===== config.mk =====
export PLATFORM = sky130hd
export DESIGN_NAME = rotator
export DESIGN_NICKNAME = d
export VERILOG_FILES = /design/src/rtl/rotator.sv
export SDC_FILE = /design/constraint.sdc
export NUM_CORES = 1
export LEC_CHECK = 0
export ABC_CLOCK_PERIOD_IN_PS = 2600
export CORE_AREA = 2 2 39 41
export CTS_CLUSTER_SIZE = 12
export DETAILED_ROUTE_END_ITERATION = 10
export DIE_AREA = 0 0 41 43
export PLACE_DENSITY = 0.41
export SLEW_MARGIN = 20
export SYNTH_ARGS = -nofsm -noshare
export SYNTH_HDL_FRONTEND = slang
export SYNTH_SLANG_ARGS = --single-unit

===== constraint.sdc =====
create_clock -name clk -period 2.6 [get_ports clk]
set_clock_uncertainty 0.05 [all_clocks]
set_input_delay 0.39 -clock clk [delete_from_list [all_inputs] [get_ports clk]]
set_output_delay 0.39 -clock clk [all_outputs]
set_load 0.01 [all_outputs]

===== src/rtl/rotator.sv =====
// Rotating selector: presents the data vector rotated right by a pointer
// held in a register. The pointer can be loaded or advanced by one. It
// always stays in 0..WIDTH-1, including for non-power-of-two widths.
module rotator #(
    parameter int unsigned WIDTH = 4,
    localparam int unsigned PW = (WIDTH <= 2) ? 1 : $clog2(WIDTH)
) (
    input  logic             clk,
    input  logic             rst_n,
    input  logic [WIDTH-1:0] x,
    input  logic             en,
    input  logic             load,
    input  logic [PW-1:0]    load_val,
    output logic [WIDTH-1:0] z,
    output logic [PW-1:0]    ptr
);

    // Highest legal pointer value. The advance step wraps from here back to zero.
    localparam logic [PW-1:0] PTR_LAST  = PW'(WIDTH - 1);
    localparam logic [PW:0]   WIDTH_EXT = (PW + 1)'(WIDTH);

    // Reduce a PW-bit value modulo WIDTH.
    // Because 2**PW < 2*WIDTH, at most one subtraction is ever needed.
    function automatic logic [PW-1:0] mod_width(input logic [PW-1:0] val);
        logic [PW:0] ext;
        ext = {1'b0, val};
        if (ext >= WIDTH_EXT) begin
            mod_width = PW'(ext - WIDTH_EXT);
        end else begin
            mod_width = val;
        end
    endfunction

    logic [PW-1:0]      ptr_q;
    logic [PW-1:0]      ptr_d;
    logic [2*WIDTH-1:0] dbl_s;

    // Next pointer. Load wins over advance, and advance wraps at WIDTH-1.
    always_comb begin
        ptr_d = ptr_q;
        if (load) begin
            ptr_d = mod_width(load_val);
        end else if (en) begin
            if (ptr_q == PTR_LAST) begin
                ptr_d = {PW{1'b0}};
            end else begin
                ptr_d = ptr_q + PW'(1);
            end
        end else begin
            ptr_d = ptr_q;
        end
    end

    // Pointer register. The reset is asynchronous, so the pointer clears without a clock edge.
    always_ff @(posedge clk or negedge rst_n) begin
        if (!rst_n) begin
            ptr_q <= {PW{1'b0}};
        end else begin
            ptr_q <= ptr_d;
        end
    end

    // Rotate right by ptr: bit i of {x,x} >> ptr is x[(i+ptr) mod WIDTH].
    // Each output bit comes from exactly one input bit, so an X on x stays in its own lane.
    always_comb begin
        dbl_s = {x, x} >> ptr_q;
        z     = dbl_s[WIDTH-1:0];
    end

    assign ptr = ptr_q;

endmodule


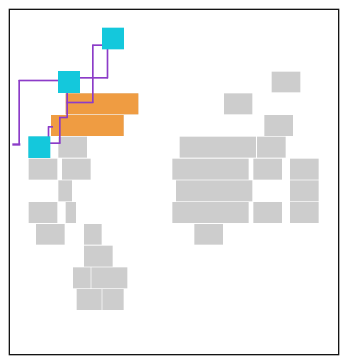
(routed clock nets over the placement)
(8 px per micron)
[cells driving clock nets] cyan | count: 3
[clock wires] purple | length: 50.4 microns
[flip-flops] orange | count: 2
routed clock nets: 4
P_clk: 0.0662 mW
worst skew pair latency: 220 ps
clock network fraction of design power: 0.345

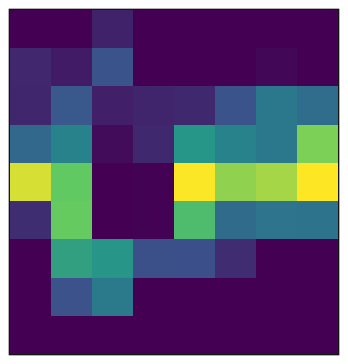
(wire density map)
(8 px per micron) The die is cut into 8 by 9 equal tiles; dark purple is low, yellow is high, scaled to the fullest tile. Values are wire area over tile area, all layers added.
fullest tile: 0.24
densest ninth of the die: right middle
nearly empty tiles: 46%
mean over tiles: 0.053
emptiest ninth of the die: bottom right
tiles over half the peak: 17%

==> results.toml <==
# physical design summary
[logic_synthesis]
post-synth-top-count-cell = "mux4_1"
yosys_warnings = 0
seq_area_frac_synth = 0.2326
numSynthFlops = 2
netlist.area_leader.share = 0.4884
edf_count = 0
synthDistinctLibCells = 10

[global_routing]
grt_max_degree = 9
overflow = 0

[timing]
min_period_ps = 2300
fin_ws_ps = 299.9
setup_viol_count_final = 0

[layout]
logic_area_sq_um = 165.2
largest_reg_flops = 2
area_growth_syn_to_layout_pct = 89.54
finish.instance_area_sq_um = 407.9

[floorplanning]
chip_area_sq_mm = 0.001763
core_util_floorplan = 0.1555
dieWidth_microns = 41
ioPinCount = 16
fp.dieH_microns = 43
core_sq_mm = 0.001384

[worst_setup_path]
timing.rr.start = "ptr[0]"
crit_cells = 3
crit_family = "buffers and inverters"
cp.required_ps = 2160
crit_fanout = 4
critPathBufInv = 2

[detailed_routing]
drt-pass1-iter-count = 2

[power_and_ir_drop]
ir_drop_uv = 208.0
power_leakage_nw = 0.1631

[outcome]
status = "finished clean"

[cts]
cts_setup_buffers = 0
cts.reportedPaths.clkPinSlew_ps = 30
numCtsBuffers = 3
cts_resized = 0

[placed_design]
placed_cell_area_sq_um = 385.4
gp_congestion = 0.5789
dp_hpwl_microns = 452.7
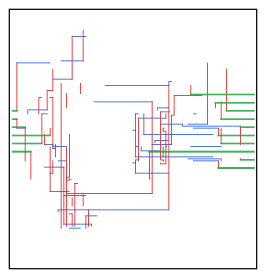
(signal wires by layer)
(6 px per micron)
[met3] green | wire length: 83.1 microns
[met1] blue | wire length: 195 microns
[met2] red | wire length: 264 microns
aggregate global-route resource usage: 0.06572
WL final: 542 microns
DR vias: 218

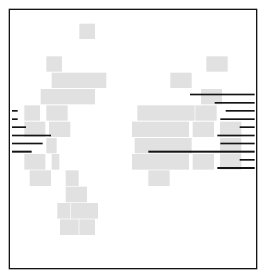
(met3 routing)
(6 px per micron) Cells faint in the background.
nets with wire on the layer: 16
share of all routed wire: 15%
main direction: horizontal

[per-stage QoR]
stage                     total power [mW]    util
final                               0.1916  0.2948
after global routing                0.2076  0.2948
after CTS                           0.1990  0.2948
after detailed placement            0.1277  0.2785
after global placement              0.1267  0.2785
after floorplan                    0.07748       -
[kinds of logic (layout without fill, tap and decap cells)]
family | Yosys count | in the layout | share of synthesized area
compound gates | 2 | 2 | 0.06394
fa+ha+maj | 1 | 1 | 0.05813
buf+inv | 0 | 18 | 0
flops | 2 | 2 | 0.2326
mux | 5 | 5 | 0.5349
simple gates | 4 | 4 | 0.1105
[power by group]
group | switching (mW) | leakage (nW) | total, mW | internal, mW
clock | 0.0155 | 0.0138 | 0.0662 | 0.0507
combinational | 0.0243 | 0.126 | 0.0814 | 0.0571
sequential | 0.00891 | 0.0236 | 0.0441 | 0.0351
[cell usage in the layout, fill, tap and decap left out]
| cell | Yosys | layout |
|---|---|---|
| nand2b_1 | 1 | 1 |
| clkbuf_4 | 0 | 3 |
| clkdlybuf4s50_1 | 0 | 15 |
| o21ai_0 | 1 | 1 |
| mux2i_1 | 1 | 1 |
| nand2_1 | 1 | 1 |
| dfrtp_1 | 2 | 2 |
| nor2b_1 | 1 | 1 |
| o31a_1 | 1 | 1 |
| ha_1 | 1 | 1 |
| nor3b_1 | 1 | 1 |
| mux4_1 | 4 | 4 |
[per-layer routing]
| metal | track usage | part of all wire |
|---|---|---|
| met1 | 0.05921 | 0.36 |
| met2 | 0.1063 | 0.49 |
| met3 | 0.02094 | 0.15 |
| met4 | 0.06000 | 0 |
| met5 | 0 | 0 |
[final cells by class]
type	instances	share of cell area
clock buffer	3	0.05521
multi-input combinational	12	0.4049
sequential	2	0.1227
tap	16	0.04908
timing repair buffer	15	0.3681
Power and IR drop assume default switching activity.
